==> config.mk <==
export PLATFORM = sky130hd
export DESIGN_NAME = rv_sdram_arbiter_flat
export DESIGN_NICKNAME = d
export VERILOG_FILES = /design/src/rtl/rv_sdram_arbiter_if.sv /design/src/rtl/rv_sdram_arbiter.sv /design/src/flat_wrapper.sv
export SDC_FILE = /design/constraint.sdc
export NUM_CORES = 1
export LEC_CHECK = 0
export ABC_AREA = 1
export CAP_MARGIN = 15
export CORE_AREA = 8 8 118 120
export CTS_CLUSTER_SIZE = 30
export DETAILED_ROUTE_END_ITERATION = 8
export DIE_AREA = 0 0 126 128
export PLACE_DENSITY = 0.68
export SKIP_LAST_GASP = 1
export SYNTH_ARGS = -nofsm -noshare
export SYNTH_HDL_FRONTEND = slang
export SYNTH_SLANG_ARGS = --single-unit
==> constraint.sdc <==
create_clock -name clk_clk -period 5.5 [get_ports clk_clk]
set_clock_uncertainty 0.05 [all_clocks]
set_input_delay 1.1 -clock clk_clk [delete_from_list [all_inputs] [get_ports clk_clk]]
set_output_delay 1.1 -clock clk_clk [all_outputs]
set_load 0.05 [all_outputs]
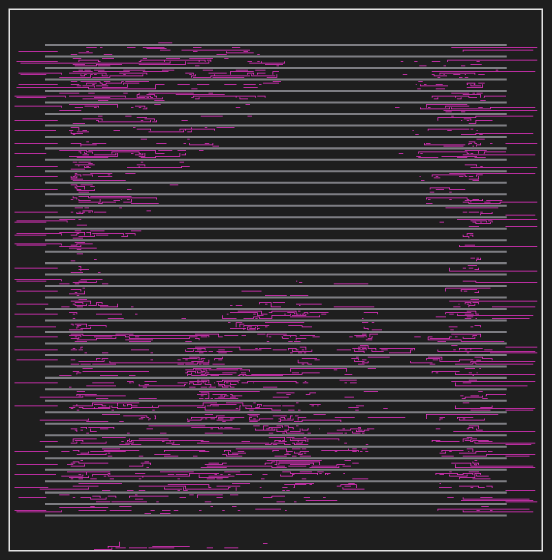
Figure 1: run 1, met1 routing.
Supply wires on this layer in gray.
wire length on this layer: 4690 µm
share of all routed wire: 37%
routed via count: 3779
total wire length after detailed routing: 12800 µm
met1 usage: 13.8%

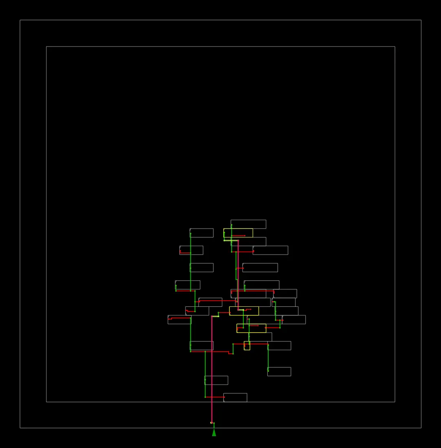
Figure 2: run 1, clock nets.
Layout clock buffers: 3
total number of clock tree sinks: 25

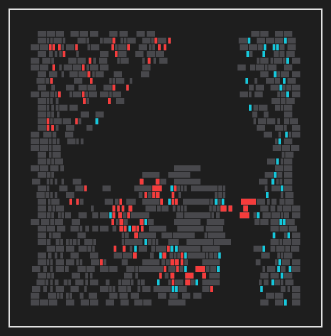
Figure 3: run 1, gate families picked out.
[inverters] cyan | cells: 55
[NAND gates] red | cells: 86
Comb area share: 29.2%
most frequent standard cell in the layout excluding fill and tap cells: clkdlybuf4s50_1
tally of non-filler cells in the final layout: 866

==> report_table.html, run 1 <==
<h3>Flow metrics</h3>
<table>
<tr><th>Metric</th><th>Value</th></tr>
<tr><th colspan="2">Power</th></tr>
<tr><td>Total power</td><td>1.04 mW</td></tr>
<tr><td>Pleak</td><td>2.27 nW</td></tr>
<tr><td>Clk pwr</td><td>161 µW</td></tr>
<tr><td>Power in combinational cells</td><td>652 µW</td></tr>
<tr><th colspan="2">Setup path</th></tr>
<tr><td>Path type of the worst setup path</td><td>in -&gt; out</td></tr>
<tr><td>Data arrival, critical path</td><td>3.42 ns</td></tr>
<tr><td>Category of the worst setup path capture point</td><td>primary output</td></tr>
<tr><td>Buffer-and-inverter tally for the worst setup path</td><td>3</td></tr>
<tr><th colspan="2">Synthesis</th></tr>
<tr><td>Netlist cell types</td><td>29</td></tr>
<tr><td>Post-synthesis cell type with the largest instance count</td><td>nor2_1</td></tr>
<tr><td>Count of flip-flops with a built-in enable after synthesis</td><td>8</td></tr>
<tr><td>Post-synth design cell area</td><td>2560 µm²</td></tr>
<tr><td>Main combinational cell family by area after synthesis</td><td>simple AND/OR/NAND/NOR gates</td></tr>
<tr><td>Mean Syn Cell Area</td><td>5.63 µm²</td></tr>
<tr><td>Post-synth top area share</td><td>24.1%</td></tr>
<tr><td>Area fraction in compound gates after synthesis</td><td>10.6%</td></tr>
<tr><th colspan="2">Status</th></tr>
<tr><td>Outcome</td><td>finished, final reports clean</td></tr>
<tr><th colspan="2">Clocking</th></tr>
<tr><td>CTS Root Cell</td><td>clkbuf_16</td></tr>
<tr><td>Skew-Pair Late Insertion Delay</td><td>0.26 ns</td></tr>
<tr><td>Clock-pin slew of the registers on the worst-case setup and hold paths</td><td>0.06 ns</td></tr>
<tr><th colspan="2">GRT</th></tr>
<tr><td>Gr usage total</td><td>14.5%</td></tr>
<tr><td>Antenna violations before repair</td><td>0</td></tr>
<tr><td>Final global-route overflow total</td><td>0</td></tr>
<tr><td>Most crowded layer after global routing</td><td>met2</td></tr>
<tr><th colspan="2">Floorplan</th></tr>
<tr><td>Starting utilization of the core area</td><td>20.9%</td></tr>
<tr><th colspan="2">Place</th></tr>
<tr><td>Global placement routability congestion</td><td>0.923</td></tr>
<tr><td>PortBufs</td><td>281</td></tr>
<tr><th colspan="2">Timing</th></tr>
<tr><td>Worst slew slack as a fraction of its limit</td><td>54.5%</td></tr>
<tr><td>Post-route setup slack</td><td>0.931 ns</td></tr>
<tr><td>Max Clk Rate</td><td>219 MHz</td></tr>
<tr><th colspan="2">Routing</th></tr>
<tr><td>Detailed-route wire length on metal 1</td><td>4690 µm</td></tr>
</table>
Figure 4. Floorplan with the power grid (run 1).
Pins as bars on the die edge.
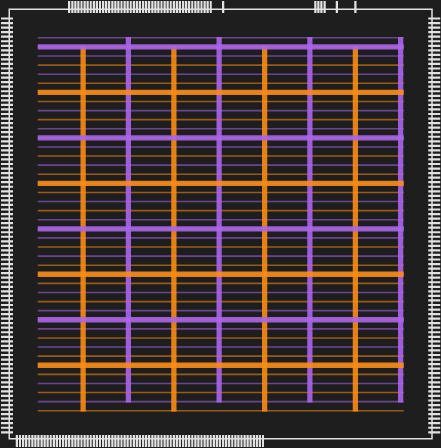

==> run 2: changes to the inputs <==
Settings changed: CORE_AREA 8 8 118 120 to 8 8 119 121, DIE_AREA 0 0 126 128 to 0 0 127 129, PLACE_DENSITY 0.68 to 0.67.
Clock period 5.5 ns to 4.5 ns, I/O delays scaled along.
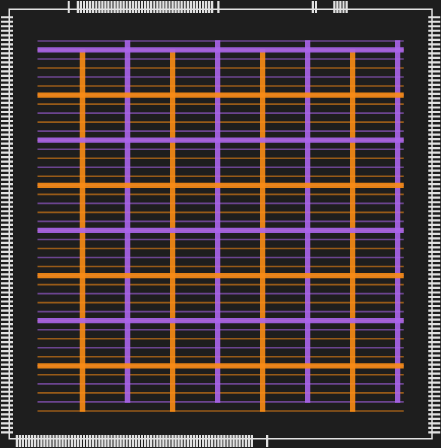
Figure 5: run 2, floorplan with the power grid.
Pins as bars on the die edge.
[VSS] orange
[VDD] purple
rows: 41
signal pins: 319
met1 rails: 42
met5 straps: 8
vertical die dimension: 129 µm
Std-Cell Core Area: 12300 µm²

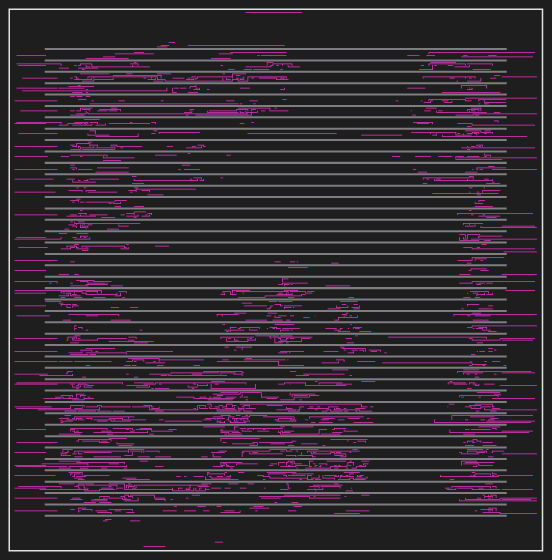
Figure 6: run 2, met1 routing.
Supply wires on this layer in gray.
met1 usage: 14.4%
routed via count: 3724
total wire length after detailed routing: 13200 µm

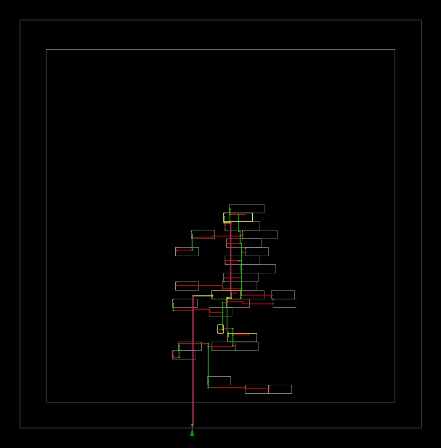
Figure 7: run 2, clock nets.
clk pwr: 198 µW
Inserted Clock Buffers: 3
Skew-Pair Late Insertion Delay: 0.26 ns

==> run 2 against run 1 <==
  * Synthesized cell count stayed put
  * Sequential power is 22% higher
  * Register-to-register slack worse by 0.95 ns
  * Critical endpoint is now m1_readdata[6]
  * Die size is 1.6% higher
  * Sequential cell count stayed put
==> report_table.html, run 2 <==
<h3>Flow metrics</h3>
<table>
<tr><th>Metric</th><th>Value</th></tr>
<tr><th colspan="2">Status</th></tr>
<tr><td>Outcome</td><td>finished, final reports clean</td></tr>
<tr><th colspan="2">Timing</th></tr>
<tr><td>Max Clk Rate</td><td>248 MHz</td></tr>
<tr><td>Post-route setup slack</td><td>0.469 ns (-0.463 ns)</td></tr>
<tr><td>Worst slew slack as a fraction of its limit</td><td>54.6% (+0.056 points)</td></tr>
<tr><th colspan="2">Synthesis</th></tr>
<tr><td>Main combinational cell family by area after synthesis</td><td>simple AND/OR/NAND/NOR gates</td></tr>
<tr><td>Post-synthesis share of cell area spent on and, or, nand and nor gates</td><td>48.8%</td></tr>
<tr><td>Mean Syn Cell Area</td><td>5.63 µm² (unchanged)</td></tr>
<tr><td>Area fraction in compound gates after synthesis</td><td>10.6% (unchanged)</td></tr>
<tr><td>Total of flip-flops plus latches after synthesis</td><td>25</td></tr>
<tr><td>Post-synth top area share</td><td>24.1% (unchanged)</td></tr>
<tr><td>Count of flip-flops with a built-in enable after synthesis</td><td>8 (unchanged)</td></tr>
<tr><td>Post-synth design cell area</td><td>2560 µm² (unchanged)</td></tr>
<tr><td>Netlist cell types</td><td>29 (unchanged)</td></tr>
<tr><td>Post-synthesis cell type with the largest instance count</td><td>nor2_1</td></tr>
<tr><th colspan="2">GRT</th></tr>
<tr><td>Antenna violations before repair</td><td>0 (unchanged)</td></tr>
<tr><td>Gr usage total</td><td>14.8% (+0.27 points)</td></tr>
<tr><td>Most crowded layer after global routing</td><td>met2</td></tr>
<tr><td>Final global-route overflow total</td><td>0 (unchanged)</td></tr>
<tr><th colspan="2">Final layout</th></tr>
<tr><td>Comb area share</td><td>28.0% (-1.2 points)</td></tr>
<tr><td>Tally of non-filler cells in the final layout</td><td>866 (unchanged)</td></tr>
<tr><td>Most frequent standard cell in the layout excluding fill and tap cells</td><td>clkdlybuf4s50_1</td></tr>
<tr><td>Layout clock buffers</td><td>3 (unchanged)</td></tr>
<tr><th colspan="2">Clocking</th></tr>
<tr><td>Clock-pin slew of the registers on the worst-case setup and hold paths</td><td>0.06 ns (about the same)</td></tr>
<tr><td>Total number of clock tree sinks</td><td>25 (unchanged)</td></tr>
<tr><td>CTS Root Cell</td><td>clkbuf_16</td></tr>
<tr><td>Buffers from clock root to sink, at most</td><td>2</td></tr>
<tr><th colspan="2">Place</th></tr>
<tr><td>Global placement routability congestion</td><td>0.851 (-7.7%)</td></tr>
<tr><td>PortBufs</td><td>281 (unchanged)</td></tr>
<tr><th colspan="2">Routing</th></tr>
<tr><td>Average detailed-routed wire length per instance</td><td>15.2 µm</td></tr>
<tr><td>Max Used Layer</td><td>met4</td></tr>
<tr><td>Detailed-route wire length on metal 1</td><td>4690 µm (unchanged)</td></tr>
<tr><th colspan="2">Setup path</th></tr>
<tr><td>Buffer-and-inverter tally for the worst setup path</td><td>2 (-1)</td></tr>
<tr><td>Length in cells of the worst reg-to-reg path</td><td>13</td></tr>
<tr><td>Category of the worst setup path capture point</td><td>primary output</td></tr>
<tr><td>Data arrival, critical path</td><td>3.08 ns (-0.34 ns)</td></tr>
<tr><th colspan="2">Power</th></tr>
<tr><td>Pleak</td><td>2.58 nW (+14%)</td></tr>
<tr><td>Power in combinational cells</td><td>810 µW (+24%)</td></tr>
<tr><td>Total power</td><td>1.28 mW (+24%)</td></tr>
</table>
Power figures rest on the tool's default switching activity, not on a simulated workload.
